$ cat config.mk
export PLATFORM = sky130hd
export DESIGN_NAME = instr_fetch_unit
export DESIGN_NICKNAME = d
export VERILOG_FILES = /design/src/rtl/instr_fetch_unit.sv
export SDC_FILE = /design/constraint.sdc
export NUM_CORES = 1
export LEC_CHECK = 0
export ABC_AREA = 1
export CAP_MARGIN = 15
export CORE_UTILIZATION = 40
export CTS_CLUSTER_DIAMETER = 200
export DETAILED_ROUTE_END_ITERATION = 16
export GPL_ROUTABILITY_DRIVEN = 0
export PLACE_DENSITY_LB_ADDON = 0.05
export SLEW_MARGIN = 20
export SYNTH_ARGS = -nofsm -noshare
export SYNTH_HDL_FRONTEND = slang
export SYNTH_SLANG_ARGS = --single-unit
$ cat constraint.sdc
create_clock -name clk -period 4.2 [get_ports clk]
set_clock_uncertainty 0.1 [all_clocks]
set_input_delay 0.42 -clock clk [delete_from_list [all_inputs] [get_ports clk]]
set_output_delay 0.42 -clock clk [all_outputs]
set_load 0.02 [all_outputs]
$ cat src/rtl/instr_fetch_unit.sv
// Fetch stage: one outstanding imem request, returned words queued with their PC for decode.
// Optional misaligned-PC fault detection is built when FETCH_ALIGN_CHECK_EN is defined.
module instr_fetch_unit #(
  parameter int ADDR_W  = 32,
  parameter int INSTR_W = 32,
  parameter int DEPTH   = 2
) (
  input  logic               clk,
  input  logic               reset_n,
  input  logic [ADDR_W-1:0]  pc,
  output logic               pc_advance,
  input  logic               flush,
  output logic               imem_req,
  output logic [ADDR_W-1:0]  imem_addr,
  input  logic               imem_gnt,
  input  logic               imem_rvalid,
  input  logic [INSTR_W-1:0] imem_rdata,
  output logic               if_valid,
  output logic [INSTR_W-1:0] if_instr,
  output logic [ADDR_W-1:0]  if_pc,
  input  logic               id_ready,
  output logic               fetch_fault,
  output logic [1:0]         state_dbg
);

  localparam int PTR_W = (DEPTH > 1) ? $clog2(DEPTH) : 1;
  localparam int CNT_W = $clog2(DEPTH + 1);

  // state_dbg encoding: 0 = IDLE, 1 = WAIT, 2 = DROP
  typedef enum logic [1:0] {IDLE = 2'd0, WAIT = 2'd1, DROP = 2'd2} state_t;

  state_t              state;
  logic [ADDR_W-1:0]   req_pc;
  logic [ADDR_W-1:0]   pc_mem    [DEPTH];
  logic [INSTR_W-1:0]  instr_mem [DEPTH];
  logic [PTR_W-1:0]    wr_ptr;
  logic [PTR_W-1:0]    rd_ptr;
  logic [CNT_W-1:0]    count;
  logic                space;
  logic                fault_block;
  logic                push;
  logic                pop;

  // An outstanding request reserves a FIFO slot so its response can never overflow.
  assign space = ({1'b0, count} + {{CNT_W{1'b0}}, (state != IDLE)}) < (CNT_W + 1)'(DEPTH);

  assign imem_addr  = {pc[ADDR_W-1:2], 2'b00};
  assign imem_req   = reset_n & (state == IDLE) & space & ~flush & ~fault_block;
  assign pc_advance = imem_req & imem_gnt;

  assign push = (state == WAIT) & imem_rvalid & ~flush;
  assign pop  = if_valid & id_ready & ~flush;

  assign if_valid  = (count != '0);
  assign if_instr  = if_valid ? instr_mem[rd_ptr] : '0;
  assign if_pc     = if_valid ? pc_mem[rd_ptr] : '0;
  assign state_dbg = state;

  always_ff @(posedge clk or negedge reset_n) begin
    if (!reset_n) begin
      state  <= IDLE;
      req_pc <= '0;
      wr_ptr <= '0;
      rd_ptr <= '0;
      count  <= '0;
    end else begin
      case (state)
        IDLE: begin
          if (pc_advance) begin
            state  <= WAIT;
            req_pc <= imem_addr;
          end
        end
        WAIT: begin
          if (imem_rvalid)  state <= IDLE;
          else if (flush)   state <= DROP;
        end
        DROP: begin
          if (imem_rvalid)  state <= IDLE;
        end
        default: state <= IDLE;
      endcase

      if (flush) begin
        wr_ptr <= '0;
        rd_ptr <= '0;
        count  <= '0;
      end else begin
        if (push) wr_ptr <= wr_ptr + PTR_W'(1);
        if (pop)  rd_ptr <= rd_ptr + PTR_W'(1);
        count <= count + CNT_W'(push) - CNT_W'(pop);
      end
    end
  end

  // Payload storage needs no reset: the head is masked while the FIFO is empty.
  always_ff @(posedge clk) begin
    if (push) begin
      pc_mem[wr_ptr]    <= req_pc;
      instr_mem[wr_ptr] <= imem_rdata;
    end
  end

`ifdef FETCH_ALIGN_CHECK_EN
  logic fault_q;
  logic misaligned;

  assign misaligned  = (pc[1:0] != 2'b00);
  assign fault_block = fault_q | misaligned;
  assign fetch_fault = fault_q;

  // Sticky until a redirect supplies a new PC.
  always_ff @(posedge clk or negedge reset_n) begin
    if (!reset_n)
      fault_q <= 1'b0;
    else if (flush)
      fault_q <= 1'b0;
    else if ((state == IDLE) && space && misaligned)
      fault_q <= 1'b1;
  end
`else
  logic unused_pc_lsb;

  assign unused_pc_lsb = ^pc[1:0];
  assign fault_block   = 1'b0;
  assign fetch_fault   = 1'b0;
`endif

endmodule
==> metrics.yaml <==
layout.cells.non_filler: 901
clk_transition_reported_paths_ns: 0.06
wl_per_cell_um: 15.8
core_region_area_um2: 15400
timing.critical_path.fanout_max: 36
worst_hold_slack_ns: 0.334
initialDrtViolationCount: 189
lay_top_count: "sky130_fd_sc_hd__nand2_1"
warnings: 28
finalClockPeriodUsage_pct: 76.2
rr_worst_depth: 9
power.ir.vdd_worst_v: 0.000277
grt_first_pass_wirelength_um: 22100
critPathArrivalTime_ns: 2.68
report.final.setup_viol: 0
maximum_number_of_pins_on_one_net_before_global_route_repair: 64
vias: 4209
num_rows: 45
critical_path_class: "reg -> out"
synth_chip_area_um2: 6410
startpoint_type: "register"
clk_latency_ns: 0.42
cts_repair_resize_count: 0
synth.distinct_cells: 22
die-height_um: 129
dpl.cell_count: 868
area_growth_pct: 35.0
final_max_slew_viol_count: 0
grt.total_usage_pct: 18.0
worst_pin_slew_ns: 0.812
critPathRequiredTime_ns: 3.68
syn-mean-instance-area_um2: 11.9
yosys_cells: 540
post_route_cells_drive_above_1_share_pct: 7.54
power_density_nw_per_um2: 441
drtAntennaViolNets: 0
place_hpwl_um: 8410
power_switching_share_pct: 22.1
ys_ff: 160
ys_warn_count: 0
io_buffer_count: 164
unrepaired_setup_endpoints_after_global_routing: "no"
via_count_of_the_first_global_routing_pass: 4388
ioPinCount: 172
netlist_instances: 540
grt.met1_usage_pct: 19.9
clock.fmax_mhz: 312
ys_seq_share_pct: 72.1
fill_cells: 1359
timing.hold.worst.class: "in -> async"
detail_route.drc_violations: 0
antenna_cells: 0
setup.worst_path.end_class: "output port"
cts-hold-fix-buffers: 1
intPower_w: 0.00298
pre_cts_slack_ns: 1.40
run_status: "finished clean"
routed_via_density: 4.67
final_layout_top_logic_cells: "189 x sky130_fd_sc_hd__nand2_1, 163 x sky130_fd_sc_hd__clkdlybuf4s50_1, 124 x sky130_fd_sc_hd__edfxtp_1, 63 x sky130_fd_sc_hd__a21oi_1"
clock_buffer_count_from_cts: 17
## final cells by class
| class | instances | area [um2] | area share, % |
|---|---|---|---|
| Sequential cell | 160 | 4630 | 53.4 |
| Timing Repair Buffer | 177 | 1760 | 20.3 |
| Multi-Input combinational cell | 312 | 1370 | 15.9 |
| Clock buffer | 19 | 433 | 5.00 |
| Tap cell | 211 | 264 | 3.05 |
| Clock inverter | 13 | 169 | 1.95 |
| Inverter | 9 | 33.8 | 0.390 |
## power groups by stage
stage               combinational [W]  sequential [W]  clock (W)
floorplan                    0.000216         0.00189          0
global route                 0.000427         0.00187    0.00167
global placement             0.000389         0.00189          0
CTS                          0.000396         0.00187    0.00160
finish                       0.000389         0.00187    0.00157
detailed placement           0.000393         0.00190          0
## worst paths after layout
path / slack (ns) / to / startpoint
worst max-delay path: 1.0 / if_pc[18] / rd_ptr$_DFFE_PN0P_
worst min-delay path: 0.33 / count[1]$_DFF_PN0_ / reset_n
worst max register to register: 1.69 / count[1]$_DFF_PN0_ / count[1]$_DFF_PN0_
worst min register to register: 0.37 / pc_mem[1][2]$_DFFE_PP_ / req_pc[4]$_DFFE_PN0P_
max in group asynchronous: 2.95 / rd_ptr$_DFFE_PN0P_ / reset_n
min in group clk: 0.37 / pc_mem[1][2]$_DFFE_PP_ / req_pc[4]$_DFFE_PN0P_
## sequential cells by signal (all words and copies together) (netlist names)
name / cells
state_dbg: 2
wr_ptr: 1
pc_mem: 60
count: 2
rd_ptr: 1
req_pc: 30
instr_mem: 64
## cell usage after synthesis, drive strengths merged
master	instances	area, um2
nand3	35	175
o21ai	2	10.0
nand2	190	716
nor2	9	48.8
ha	2	25.0
conb	1	3.75
edfxtp	124	3720
or2	1	6.26
inv	9	33.8
dfrtp	36	901
o31ai	1	7.51
nand4	4	31.3
a21oi	63	315
buf	58	399
clkbuf	5	18.8
## worst max-delay path: stages (launching register included)
cell and delay [ns]:
sky130_fd_sc_hd__dfrtp_2 0.41, sky130_fd_sc_hd__inv_2 0.51, sky130_fd_sc_hd__buf_4 0.39, sky130_fd_sc_hd__nand2_1 0.08
sky130_fd_sc_hd__a21oi_1 0.22, sky130_fd_sc_hd__clkdlybuf4s50_1 0.65
## cell families after synthesis
group,synth area share (%)
AND-OR/OR-AND,5.19
adder cells (fa/ha/maj),0.390
buffers and inverters,7.04
flip-flops,72.1
other,0.0585
AND/OR/NAND/NOR,15.2
## per-stage QoR
| step | cell area, um2 | total power [W] |
|---|---|---|
| 6_report | 8660 | 0.00382 |
| 5_1_grt | 8660 | 0.00397 |
| 4_1_cts | 8660 | 0.00386 |
| 3_5_place_dp | 8050 | 0.00229 |
| 3_3_place_gp | 8050 | 0.00228 |
| 2_1_floorplan | 6430 | 0.00210 |
## layer usage
metal	share of wire, %	vias up
li1	-	2079
met1	42	1987
met2	51	126
met3	5.7	17
met4	1.4	0
met5	0	-
Fig. 1: metal layers overlaid
Only two layers are drawn.
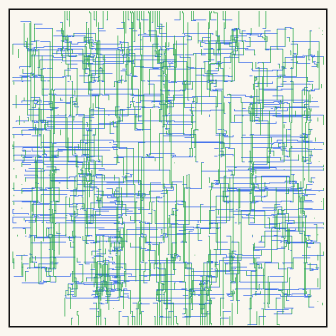
met2: marked green, wire length 7260 um. met1: marked blue, wire length 5980 um.

Fig. 2: layout detail
Window x 12 to 52, y 76 to 116 um. Cells in grey, sequential cells in the stronger grey; small squares are vias.
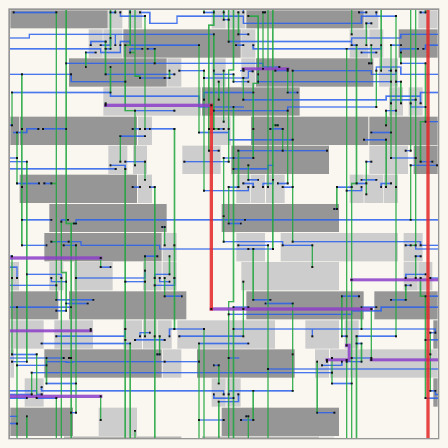
met2: marked green. met4: marked red. met1: marked blue. met3: marked purple.
Most frequent: nand2_1 (29), edfxtp_1 (14). Netlist names of flops here include `pc_mem` (14), `req_pc` (7). Sequential cells in the window: 21. 79 logic cells have their middle in the window.

Fig. 3: nets reached from selected ports
Scale bar: 50 um.
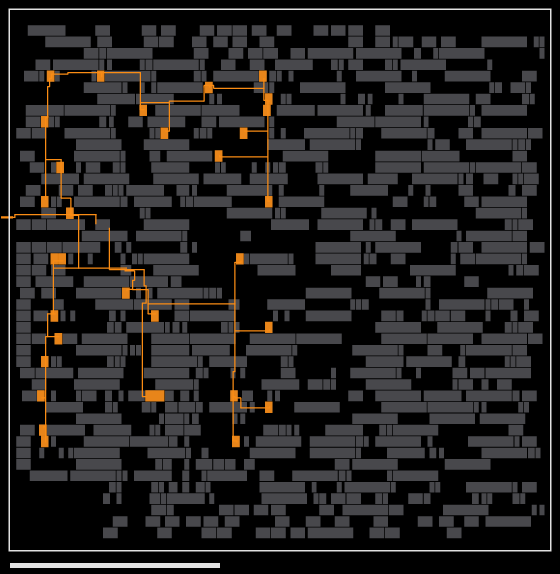
`imem_gnt`: marked orange, direction input, edge left, end cells 31, buffers 2, wire 439 um.

Fig. 4: register map, names as in the netlist
Scale bar: 50 um. Other sequential cells in the stronger grey, the rest of the logic in the fainter grey.
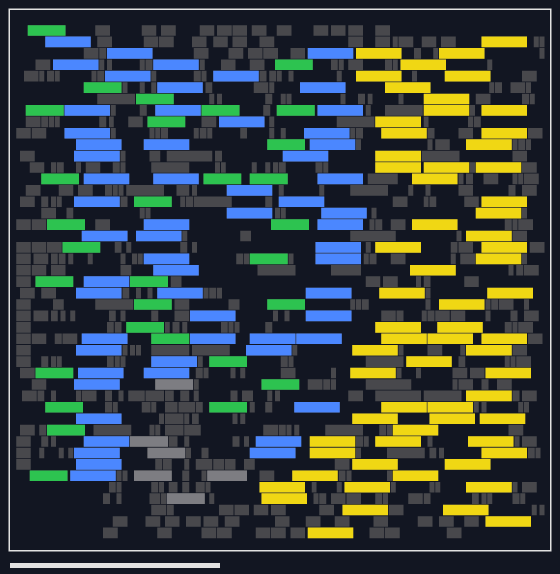
`req_pc`: marked green, sequential cells 30. `pc_mem`: marked blue, sequential cells 60. `instr_mem`: marked yellow, sequential cells 64.
Another 6 sequential cells are not coloured.

Power figures rest on the tool's default switching activity, not on a simulated workload.
